$ cat config.mk
export PLATFORM = sky130hd
export DESIGN_NAME = hsv_core_mem_request_flat
export DESIGN_NICKNAME = d
export VERILOG_FILES = /design/src/rtl/hsv_core_mem_request_pkg.sv /design/src/rtl/hsv_core_mem_request_if.sv /design/src/rtl/hsv_core_mem_meta_fifo.sv /design/src/rtl/hsv_core_mem_request.sv /design/src/flat_wrapper.sv
export SDC_FILE = /design/constraint.sdc
export NUM_CORES = 1
export LEC_CHECK = 0
export ABC_AREA = 1
export CORE_MARGIN = 2
export CORE_UTILIZATION = 43
export DETAILED_ROUTE_END_ITERATION = 6
export DONT_BUFFER_PORTS = 1
export GPL_TIMING_DRIVEN = 0
export HOLD_SLACK_MARGIN = 0.1
export PLACE_DENSITY = 0.55
export SYNTH_ARGS = -nofsm -noshare
export SYNTH_HDL_FRONTEND = slang
export SYNTH_SLANG_ARGS = --single-unit
$ cat constraint.sdc
create_clock -name clk_core -period 2.3 [get_ports clk_core]
set_input_delay 0.46 -clock clk_core [delete_from_list [all_inputs] [get_ports clk_core]]
set_output_delay 0.46 -clock clk_core [all_outputs]
set_load 0.02 [all_outputs]
$ cat src/rtl/hsv_core_mem_request_pkg.sv
// hsv_core_mem_request_pkg: shared types and helpers for the mem request engine.
package hsv_core_mem_request_pkg;
  localparam int MEM_MAX_PENDING = 4;
  typedef logic [$clog2(MEM_MAX_PENDING+1)-1:0] mem_counter;
  typedef enum logic [1:0] {MEM_BYTE = 2'd0, MEM_HALF = 2'd1, MEM_WORD = 2'd2} mem_size_t;
  typedef struct packed {
    logic [4:0] rd;
    logic       write;
    mem_size_t  size;
    logic       is_unsigned;
    logic [1:0] off;
    logic       kill;
  } mem_pending_meta;
  function automatic logic [31:0] load_align(input logic [31:0] data, input logic [1:0] off,
                                             input mem_size_t size, input logic is_unsigned);
    logic [31:0] s;
    s = data >> {off, 3'b000};
    return size == MEM_BYTE ? {{24{~is_unsigned & s[7]}}, s[7:0]} :
           size == MEM_HALF ? {{16{~is_unsigned & s[15]}}, s[15:0]} : s;
  endfunction
  function automatic logic [3:0] store_strb(input mem_size_t size, input logic [1:0] off);
    return (size == MEM_BYTE ? 4'b0001 : size == MEM_HALF ? 4'b0011 : 4'b1111) << off;
  endfunction
  // aligned ops make replication equivalent to shifting into the lane
  function automatic logic [31:0] store_wdata(input logic [31:0] wdata, input mem_size_t size);
    return size == MEM_BYTE ? {4{wdata[7:0]}} : size == MEM_HALF ? {2{wdata[15:0]}} : wdata;
  endfunction
endpackage

$ cat src/rtl/hsv_core_mem_request_if.sv
// hsv_core_mem_request_if: in-order memory bus, request and response channels.
interface hsv_core_mem_request_if;
  logic        bus_req_valid;
  logic        bus_req_ready;
  logic [31:0] bus_req_addr;
  logic        bus_req_write;
  logic [31:0] bus_req_wdata;
  logic [3:0]  bus_req_strb;
  logic        bus_resp_valid;
  logic        bus_resp_ready;
  logic [31:0] bus_resp_data;
  logic        bus_resp_error;
  modport master (
    output bus_req_valid, bus_req_addr, bus_req_write, bus_req_wdata, bus_req_strb, bus_resp_ready,
    input  bus_req_ready, bus_resp_valid, bus_resp_data, bus_resp_error
  );
  modport slave (
    input  bus_req_valid, bus_req_addr, bus_req_write, bus_req_wdata, bus_req_strb, bus_resp_ready,
    output bus_req_ready, bus_resp_valid, bus_resp_data, bus_resp_error
  );
endinterface

$ cat src/rtl/hsv_core_mem_meta_fifo.sv
// hsv_core_mem_meta_fifo: in-order metadata FIFO with a broadcast kill of every entry.
module hsv_core_mem_meta_fifo
  import hsv_core_mem_request_pkg::*;
#(
  parameter int DEPTH = MEM_MAX_PENDING
) (
  input  logic            clk_core,
  input  logic            rst_core_n,
  input  logic            push,
  input  mem_pending_meta push_data,
  input  logic            pop,
  input  logic            kill_all,
  output mem_pending_meta head,
  output logic            full,
  output logic            empty
);
  localparam int AW = $clog2(DEPTH);
  localparam logic [AW:0] ONE = 1;
  logic [AW:0] wp, rp;
  mem_pending_meta mem [DEPTH];
  assign full  = (wp[AW] != rp[AW]) && (wp[AW-1:0] == rp[AW-1:0]);
  assign empty = wp == rp;
  assign head  = mem[rp[AW-1:0]];
  // killing free slots is harmless: a push overwrites the whole entry
  always_ff @(posedge clk_core or negedge rst_core_n)
    if (!rst_core_n) begin
      wp <= '0;
      rp <= '0;
      for (int i = 0; i < DEPTH; i++) mem[i] <= '0;
    end else begin
      if (push) wp <= wp + ONE;
      if (pop) rp <= rp + ONE;
      if (push) mem[wp[AW-1:0]] <= push_data;
      if (kill_all) for (int i = 0; i < DEPTH; i++) mem[i].kill <= 1'b1;
    end
endmodule

$ cat src/rtl/hsv_core_mem_request.sv
// hsv_core_mem_request: issues aligned loads/stores on an in-order bus and returns
// aligned, extended results to commit, throttled by the outstanding-op counter.
module hsv_core_mem_request
  import hsv_core_mem_request_pkg::*;
#(
  parameter int MAX_PENDING = MEM_MAX_PENDING
) (
  input  logic        clk_core,
  input  logic        rst_core_n,
  input  logic        flush,
  input  logic        in_valid,
  output logic        in_ready,
  input  logic [31:0] in_addr,
  input  logic        in_write,
  input  logic [31:0] in_wdata,
  input  logic [1:0]  in_size,
  input  logic        in_unsigned,
  input  logic [4:0]  in_rd,
  hsv_core_mem_request_if.master bus,
  output logic        out_valid,
  input  logic        out_ready,
  output logic [4:0]  out_rd,
  output logic [31:0] out_data,
  output logic        out_error,
  output logic        out_write,
  output logic        cnt_up,
  output logic        cnt_down,
  input  mem_counter  cnt_value
);
  mem_pending_meta head, push_meta;
  mem_size_t size;
  logic fifo_full, fifo_empty, accept, resp_fire, head_killed;
  assign size      = mem_size_t'(in_size);
  assign in_ready  = rst_core_n & ~flush & ~fifo_full & (int'(cnt_value) < MAX_PENDING) &
                     (~bus.bus_req_valid | bus.bus_req_ready);
  assign accept    = in_valid & in_ready;
  assign cnt_up    = accept;
  assign cnt_down  = out_valid & out_ready & ~flush;
  assign head_killed = ~fifo_empty & head.kill;
  assign bus.bus_resp_ready = head_killed | ~out_valid | out_ready;
  assign resp_fire = bus.bus_resp_valid & bus.bus_resp_ready;
  assign push_meta = '{rd: in_rd, write: in_write, size: size, is_unsigned: in_unsigned,
                       off: in_addr[1:0], kill: 1'b0};
  hsv_core_mem_meta_fifo #(.DEPTH(MAX_PENDING)) u_meta_fifo (
    .clk_core  (clk_core),
    .rst_core_n(rst_core_n),
    .push      (accept),
    .push_data (push_meta),
    .pop       (resp_fire),
    .kill_all  (flush),
    .head      (head),
    .full      (fifo_full),
    .empty     (fifo_empty)
  );
  // a presented request stays put until taken, even across a flush
  always_ff @(posedge clk_core or negedge rst_core_n)
    if (!rst_core_n) begin
      bus.bus_req_valid <= 1'b0;
      bus.bus_req_addr  <= '0;
      bus.bus_req_write <= 1'b0;
      bus.bus_req_wdata <= '0;
      bus.bus_req_strb  <= '0;
    end else if (accept) begin
      bus.bus_req_valid <= 1'b1;
      bus.bus_req_addr  <= {in_addr[31:2], 2'b00};
      bus.bus_req_write <= in_write;
      bus.bus_req_wdata <= store_wdata(in_wdata, size);
      bus.bus_req_strb  <= store_strb(size, in_addr[1:0]);
    end else if (bus.bus_req_ready) bus.bus_req_valid <= 1'b0;
  always_ff @(posedge clk_core or negedge rst_core_n)
    if (!rst_core_n) begin
      out_valid <= 1'b0;
      out_rd    <= '0;
      out_data  <= '0;
      out_error <= 1'b0;
      out_write <= 1'b0;
    end else if (flush) out_valid <= 1'b0;
    else if (resp_fire && !head.kill) begin
      out_valid <= 1'b1;
      out_rd    <= head.rd;
      out_data  <= head.write ? '0 : load_align(bus.bus_resp_data, head.off, head.size, head.is_unsigned);
      out_error <= bus.bus_resp_error;
      out_write <= head.write;
    end else if (out_ready) out_valid <= 1'b0;
  resp_on_empty: assert property (@(posedge clk_core) disable iff (!rst_core_n)
    !(bus.bus_resp_valid && fifo_empty));
endmodule

$ cat src/flat_wrapper.sv
// flat-port wrapper written by rule: the top's interface ports become plain ports
module hsv_core_mem_request_flat import hsv_core_mem_request_pkg::*;
#(
  parameter int MAX_PENDING = MEM_MAX_PENDING
)
  (clk_core, rst_core_n, flush, in_valid, in_ready, in_addr, in_write, in_wdata, in_size, in_unsigned, in_rd, out_valid, out_ready, out_rd, out_data, out_error, out_write, cnt_up, cnt_down, cnt_value, bus_bus_req_valid, bus_bus_req_addr, bus_bus_req_write, bus_bus_req_wdata, bus_bus_req_strb, bus_bus_resp_ready, bus_bus_req_ready, bus_bus_resp_valid, bus_bus_resp_data, bus_bus_resp_error);
  hsv_core_mem_request_if bus_i ();
  input  logic clk_core;
  input  logic rst_core_n;
  input  logic flush;
  input  logic in_valid;
  output logic in_ready;
  input  logic [31:0] in_addr;
  input  logic in_write;
  input  logic [31:0] in_wdata;
  input  logic [1:0] in_size;
  input  logic in_unsigned;
  input  logic [4:0] in_rd;
  output logic out_valid;
  input  logic out_ready;
  output logic [4:0] out_rd;
  output logic [31:0] out_data;
  output logic out_error;
  output logic out_write;
  output logic cnt_up;
  output logic cnt_down;
  input  mem_counter cnt_value;
  output wire logic [$bits(bus_i.bus_req_valid)-1:0] bus_bus_req_valid;
  output wire logic [$bits(bus_i.bus_req_addr)-1:0] bus_bus_req_addr;
  output wire logic [$bits(bus_i.bus_req_write)-1:0] bus_bus_req_write;
  output wire logic [$bits(bus_i.bus_req_wdata)-1:0] bus_bus_req_wdata;
  output wire logic [$bits(bus_i.bus_req_strb)-1:0] bus_bus_req_strb;
  output wire logic [$bits(bus_i.bus_resp_ready)-1:0] bus_bus_resp_ready;
  input wire logic [$bits(bus_i.bus_req_ready)-1:0] bus_bus_req_ready;
  input wire logic [$bits(bus_i.bus_resp_valid)-1:0] bus_bus_resp_valid;
  input wire logic [$bits(bus_i.bus_resp_data)-1:0] bus_bus_resp_data;
  input wire logic [$bits(bus_i.bus_resp_error)-1:0] bus_bus_resp_error;
  assign bus_bus_req_valid = bus_i.bus_req_valid;
  assign bus_bus_req_addr = bus_i.bus_req_addr;
  assign bus_bus_req_write = bus_i.bus_req_write;
  assign bus_bus_req_wdata = bus_i.bus_req_wdata;
  assign bus_bus_req_strb = bus_i.bus_req_strb;
  assign bus_bus_resp_ready = bus_i.bus_resp_ready;
  assign bus_i.bus_req_ready = bus_bus_req_ready;
  assign bus_i.bus_resp_valid = bus_bus_resp_valid;
  assign bus_i.bus_resp_data = bus_bus_resp_data;
  assign bus_i.bus_resp_error = bus_bus_resp_error;
  hsv_core_mem_request #(.MAX_PENDING(MAX_PENDING)) u_core (.clk_core(clk_core), .rst_core_n(rst_core_n), .flush(flush), .in_valid(in_valid), .in_ready(in_ready), .in_addr(in_addr), .in_write(in_write), .in_wdata(in_wdata), .in_size(in_size), .in_unsigned(in_unsigned), .in_rd(in_rd), .bus(bus_i), .out_valid(out_valid), .out_ready(out_ready), .out_rd(out_rd), .out_data(out_data), .out_error(out_error), .out_write(out_write), .cnt_up(cnt_up), .cnt_down(cnt_down), .cnt_value(cnt_value));
endmodule
==> run_1/ff_map.png <==
Other sequential cells in the stronger gray, the rest of the logic in the fainter gray.
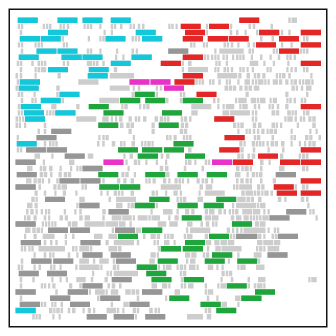
Key: red = `u_core.out_data` [flops 32]; magenta = `u_core.out_rd` [flops 5, where north]; green = `u_core.u_meta_fifo.mem` [flops 48]; cyan = `u_core.bus.bus_req_addr` [flops 30, where north-west]
flip-flop and latch area: 4060 µm²
sequential share of cell area: 45.5%
Util after Layout: 49.6%
Seq power: 0.00613 W

==> run_1/clock_wires.png <==
The bar under the picture is 50 µm long.
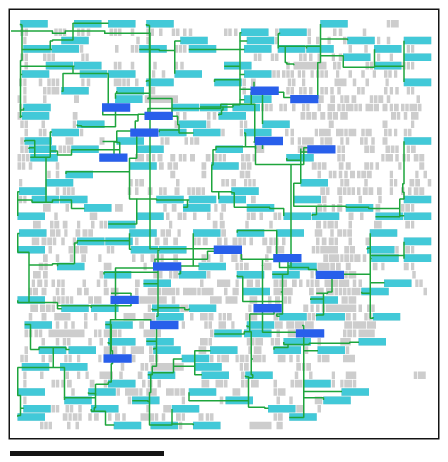
Key: cyan = flip-flops [count 162]; blue = clock-net drivers [count 17]; green = clock wires [length 2130 µm]
Position of the flops: spread over the die. There are 18 routed clock nets.
clock network power: 0.00293 W
Clock Latency Late Sink: 0.43 ns
maximum clock skew at final layout: 0.0172 ns
clock share of power: 20.7%

==> run summary, run 1 <==
The following summarizes the physical implementation.

Status
The run finished, with violations left. The checks that failed: hold timing.

Logic synthesis
The cell count after synthesis is 989. The number of unique standard cell types used by synthesis is 33. For this design, Yosys synthesis ends with a cell count of just under 1000. Yosys reported a register bit count of 162. The share of synthesized registers carrying an async set or reset is 100%. The count of library flops with an enable pin is 0. The largest non-sequential cell family by area is simple AND/OR/NAND/NOR gates.

The post-synthesis share of cell area spent on full adders, half adders and majority gates is less than 1%.

Critical path
The delay of the slowest cell on the worst path is slightly above 0.4 ns. The timing report gives the worst reg2reg path a setup slack of approximately 0.18 ns. The data required time reported for the critical path is roughly 1.8 ns. The slowest stage of the critical path is the dfrtp_1 cell. The startpoint of the most critical register-to-register path is u_core.u_meta_fifo.rp[1]$_DFFE_PN0N_. Traced cell by cell, the critical path runs through buf_8 > inv_8 > nand2_2 > nand2_2 > nand4_1 > nand2_1 > inv_4 > nand2_8 > inv_12 > buf_8.

In this design, the largest share of critical-path delay is due to simple AND/OR/NAND/NOR gates. The number of cells on the worst reg-to-reg path is 12. STA classifies the critical path startpoint as a flop.

Place
During placement, the flow inserted port buffers numbering 0. The total placed cells including tap cells is around 1200. The cell area after placement is around 8100 µm².

Power
The main power-consuming group is registers. The power dissipated by switching net loads is 0.00636 W. The combinational cell fraction of total power is between 30 and 40%. The worst-case vdd ir drop is about 0.67 mV. The leakage power of the design is around 4.5 nW.

The proportion of power drawn by flip-flops and latches is between 40% and 50%. Per the breakdown, switching nets consume 45.0% of all power.

Global routing
The met3 layer usage reported by global route is a little under a tenth. The via count of the first global-routing pass was 6483. Global route summary, busiest routing layer listed as met2. The maximum number of pins on one net before global-route repair is ~160. For this run the aggregate overflow at the end of global routing stands at 0.

The global-route wire length before repair is 35.3 mm.

STA
The actual slew at the worst max-slew pin is between 0.5 and 0.6 ns. Setup slack closes at about 0.016 ns. The post-layout period usage of the worst path is roughly 100%. In the final report, the number of hold violations comes to around 160. The most critical hold endpoint after final layout shows a slack of -0.259 ns.

CTS
Buffers inserted to repair hold after CTS numbered 1. The number of gates given a new drive strength after cts is 18. The clock sink total is ~160. The clock edge transition at the registers on the reported setup and hold paths is roughly 0.060 ns.

Cells and area
The number of flip-flops under the largest register name is between 40 and 50. Cells with a size suffix above 1 make up 11.2% of the layout. The layout multi-input combinational cell count is 727.

The largest register by flop count is u_core.u_meta_fifo.mem. The number of inserted filler cells in the final layout is around 1800. Leaving out the clock tree, the finished layout contains an inverter count of between 40 and 50.

Die
Row generation in the floorplan step produced a little under 50 rows.

Route
Before antenna repair, the detailed router went through 5 iterations. The detailed-route wire length per cell is 17.3 µm. The count of nets left with antenna violations once routing finished came out at 0. Detailed routing placed a total of 9.93 mm of wire on met2. In this run, the number of DRC markers left after iteration 0 of detailed routing was 363. The final routed DRC violation total is 0.

Worst hold path
The worst hold path belongs to the class input port to asynchronous set/reset pin.
==> run_1/clock_nets.png <==
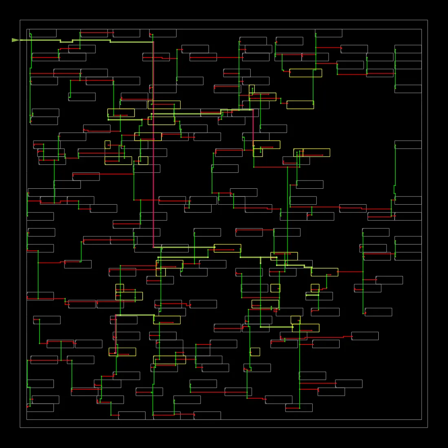
count of clock-net buffers in the final layout: 17
number of CTS-inserted buffers: 17
number of flip-flops and latches: 162

==> run_1/pinout.png <==
Pins as bars across the die edge, other pins in gray.
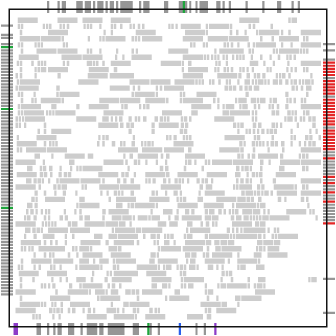

## Run 2: what changed since run 1
CORE_MARGIN = 3   (was 2)
CTS_CLUSTER_SIZE = 24   (was not set)
==> run_2/pinout.png <==
Pins as bars across the die edge, other pins in gray.
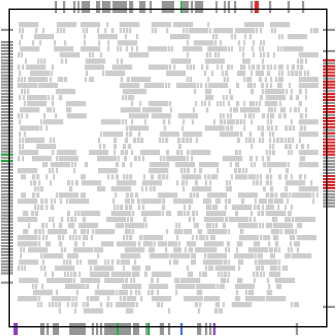
Key: red = `bus_bus_resp_data` [pins 32, direction input, edge 30 east, 2 north]; green = `in_rd` [pins 5, direction input, edge 2 south, 2 west, 1 north]; blue = `in_unsigned` [pins 1, direction input, edge south]; purple = `cnt_value` [pins 3, direction input, edge south]
All pins by edge: 79 west, 52 east, 52 north, 47 south.
count of buffers from port buffering: 0
die extent in x: 141 µm
die span in y: 141 µm

==> run_2/layers.png <==
The bar under the picture is 50 µm long.
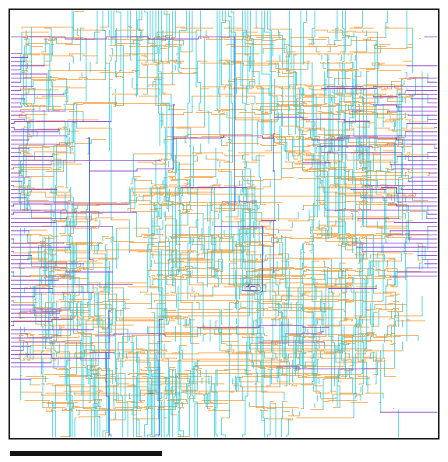
Key: purple = M3 [wire length 2220 µm]; blue = M4 [wire length 249 µm]; cyan = M2 [wire length 10200 µm]; orange = M1 [wire length 9360 µm]
Post-Route WL: 22.0 mm
wire length per cell: 17.5 µm
total track usage: 22.7%
vias: 6403

==> run 2 against run 1 <==
Net effect: the flow still finishes with violations (hold timing); combinational power about the same; die size grew 2.9%; clock-buffer cell count unchanged; design area barely moved; global-route usage decreased by 0.47 points; setup slack improved by 0.071 ns; synthesized cell count unchanged; sequential power barely moved; clock power is 2% lower; clock skew shrank 0.0059 ns; critical path type unchanged; critical endpoint unchanged.
==> run summary, run 2 <==
The following summarizes the physical implementation.

Status
The run finished, with violations left. The final reports fail on hold timing.

Cells and area
The number of inserted filler cells in the final layout was 1766 (-1.7%). The flop count is 162 (unchanged). The register with the most flip-flops in the final layout is u_core.u_meta_fifo.mem. The number of clock buffers in the layout was 17 (unchanged). The number of flip-flops under the largest register name is 48 (unchanged). The sequential fraction of total cell area is 45.5% (about the same). The layout multi-input combinational cell count is 727 (unchanged). The layout cell share with drive strength beyond 1 was 11.4% (+0.26 points).

The number of inverters outside the clock class in the layout is 48 (unchanged).

Logic synthesis
The post-synthesis share of cell area spent on full adders, half adders and majority gates is 0.797% (unchanged). The count of state elements after synthesis was 162 (unchanged). The cell count listed in synth_stat.txt was 989 (unchanged). The largest non-sequential cell family by area is simple AND/OR/NAND/NOR gates. The cell count after synthesis came to 989 (unchanged). The count of library flops with an enable pin is 0 (unchanged). The share of synthesized registers carrying an async set or reset is 100% (unchanged).

Route
The initial detailed-routing violation count came to 341 (-6.1%). The detailed-routed wire length on met2 is 10.2 mm (+2.5%). The number of iterations in the first detailed-routing pass was 5 (unchanged). The residual antenna-violating net count after detailed routing is 0 (unchanged).

Critical path
The delay of the slowest cell on the worst path was 0.39 ns (-0.02 ns). The highest-delay cell along the critical path is dfrtp_1. The startpoint identified for the worst register-to-register timing path is u_core.u_meta_fifo.rp[1]$_DFFE_PN0N_.

The reg2reg setup slack was 0.23 ns (+0.05 ns). The family with the most delay on the worst path is simple AND/OR/NAND/NOR gates. The number of cells on the worst reg-to-reg path came to 12 (unchanged). The critical path launch point type is a flop.

Power
The switching part of the total is 46.0% (+0.94 points). The power dissipated by switching net loads is 0.00648 W (+1.8%). The combinational cell fraction of total power is 36.2% (+0.3 points). The flip-flop and latch power is 0.00612 W (about the same). The part of the total power dissipated in the clock network is 20.4% (-0.3 points). The proportion of power drawn by flip-flops and latches is 43.4% (about the same).

The clock network power consumption is 0.00287 W (-2%). The leakage power of the design is 4.53 nW (about the same).

Place
The total placed cells including tap cells was 1215 (-0.33%). The cell area after placement is 8140 µm² (about the same).

Global routing
The met3 layer usage reported by global route is 8.58% (-0.84 points). The via count of the first global-routing pass is 6700 (+3.3%). The busiest layer in global routing is met2. The global-route wire length before repair came to 35.8 mm (+1.2%). The maximum number of pins on one net before global-route repair is 164 (unchanged). The global-route congestion overflow total was 0 (unchanged).

STA
The post-layout period usage of the worst path is 96.2% (-3.1 points). The clock skew was 0.0112 ns (-0.00594 ns). The worst hold-check slack is -0.285 ns (-0.0263 ns).

The actual slew at the worst max-slew pin came to 0.651 ns (+0.0834 ns). The hold violation total from the final report is 162 (unchanged). The worst path setup slack after routing was 0.0879 ns (+0.0714 ns).

CTS
The number of hold buffers added after cts is 2 (+1). The insertion delay of the later-clocked pin in the worst-skew pair was 0.44 ns (about the same). The clock edge transition at the registers on the reported setup and hold paths is 0.07 ns (about the same). The number of gates given a new drive strength after cts came to 18 (unchanged).

The clock sink total was 162 (unchanged).

Flow run
The count of maximum capacitance violations is 0.

Worst hold path
According to the hold report, the worst path is of the input port to asynchronous set/reset pin type.

Die
The floorplan row count was 48 (-2.0%).
==> run_2/clock_wires.png <==
The bar under the picture is 50 µm long.
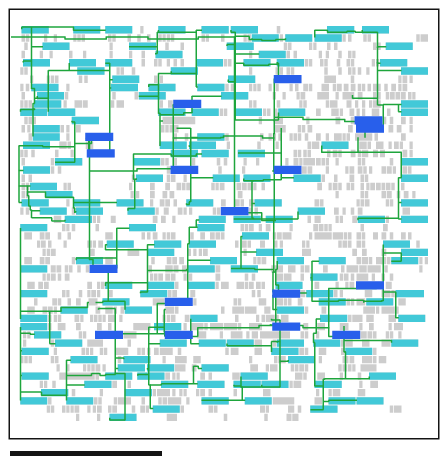

## Run 3: what changed since run 2
ABC_AREA = 0   (was 1)
SYNTH_HIERARCHICAL = 1   (was not set)
==> run_3/clock_wires.png <==
The bar under the picture is 50 µm long.
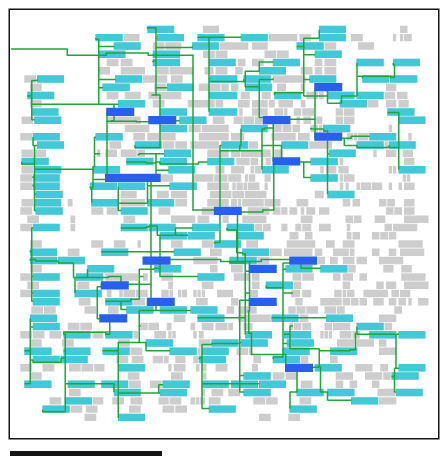
Key: cyan = flip-flops [count 162]; green = clock wires [length 1950 µm]; blue = clock-net drivers [count 17]
There are 18 routed clock nets. Position of the flops: spread over the die.
clock share of power: 21.5%
maximum clock skew at final layout: 0.00834 ns
clock network power: 0.00306 W
Clock Latency Late Sink: 0.41 ns

==> run_3/clock_nets.png <==
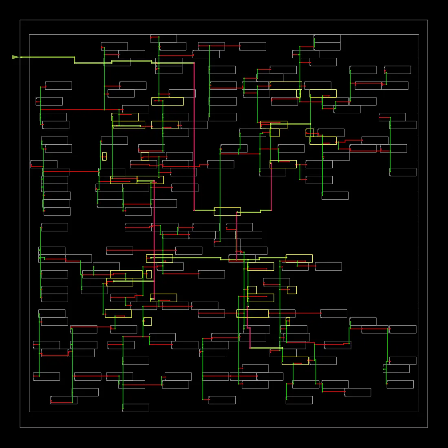
count of clock-net buffers in the final layout: 20
clk sinks: 162

==> run 3 against run 2 <==
Net effect: via count shrank 22%; the run ends with hold timing, setup timing left; combinational power grew 1%; critical path type is now flop to flop; final cell count shrank 32%; synthesized cell count shrank 43%.
==> run summary, run 3 <==
The following summarizes the physical implementation.

Critical path
The reg2reg setup slack is -0.23 ns (-0.46 ns). The number of cells on the worst reg-to-reg path is 8 (-4). In this run the critical register-to-register path is launched from u_core/u_meta_fifo/rp[0]$_DFFE_PN0P_. The family with the most delay on the worst path is multiplexers. STA classifies the critical path startpoint as a flop.

Worst hold path
The classification of the worst-slack hold path is input port to asynchronous set/reset pin.

Place
The total placed cells including tap cells came to 797 (-34%). The cell area after placement is 8200 µm² (+0.74%). The number of port buffers was 0 (unchanged).

CTS
The clock edge transition at the registers on the reported setup and hold paths was 0.06 ns (about the same).

Logic synthesis
The cell count after synthesis came to 567 (-43%). The count of library flops with an enable pin was 0 (unchanged). The count of state elements after synthesis was 162 (unchanged). The post-synthesis share of cell area spent on full adders, half adders and majority gates was 0.798% (+0.0011 points).

Power
The switching part of the total came to 38.9% (-7.1 points). The leakage power of the design was 4.17 nW (-8.1%). The proportion of power drawn by flip-flops and latches came to 42.2% (-1.2 points). The combinational cell fraction of total power is 36.3% (about the same). The flip-flop and latch power is 0.00601 W (-2%).

Cells and area
The layout multi-input combinational cell count is 359 (-51%). The flop count is 162 (unchanged). The number of inverters outside the clock class in the layout is 5 (-90%).

The layout cell share with drive strength beyond 1 is 44.5% (+33 points). Counting flops per register, the top entry is u_core/u_meta_fifo/mem.

STA
The worst hold-check slack was -0.264 ns (+0.0212 ns). Per the finish-stage timing summary, setup violations number about 70. The hold violation total from the final report is 162 (unchanged).

The worst path setup slack after routing is -0.228 ns (-0.316 ns). The post-layout period usage of the worst path is 110% (+14 points).

Global routing
The global-route wire length before repair is 31.4 mm (-12%). The via count of the first global-routing pass is 5458 (-19%). The busiest layer in global routing is met2. The global router's overall resource usage came to 20.5% (-2.2 points).

The maximum number of pins on one net before global-route repair is 164 (unchanged).

Route
The detailed-route wire length per cell is 23.7 µm (+36%). The total number of vias is 4996 (-22%). The residual antenna-violating net count after detailed routing is 0 (unchanged). The detailed-routed wire length on met2 is 10.3 mm (+0.97%). The initial detailed-routing violation count is 283 (-17%).

Die
The die width came to 141 µm (about the same). The floorplan row count came to 48 (unchanged).

Status
The checks that failed: hold timing, setup timing. The flow ran to the end, but the final reports show violations.
Power is estimated from default activity; no workload was simulated.
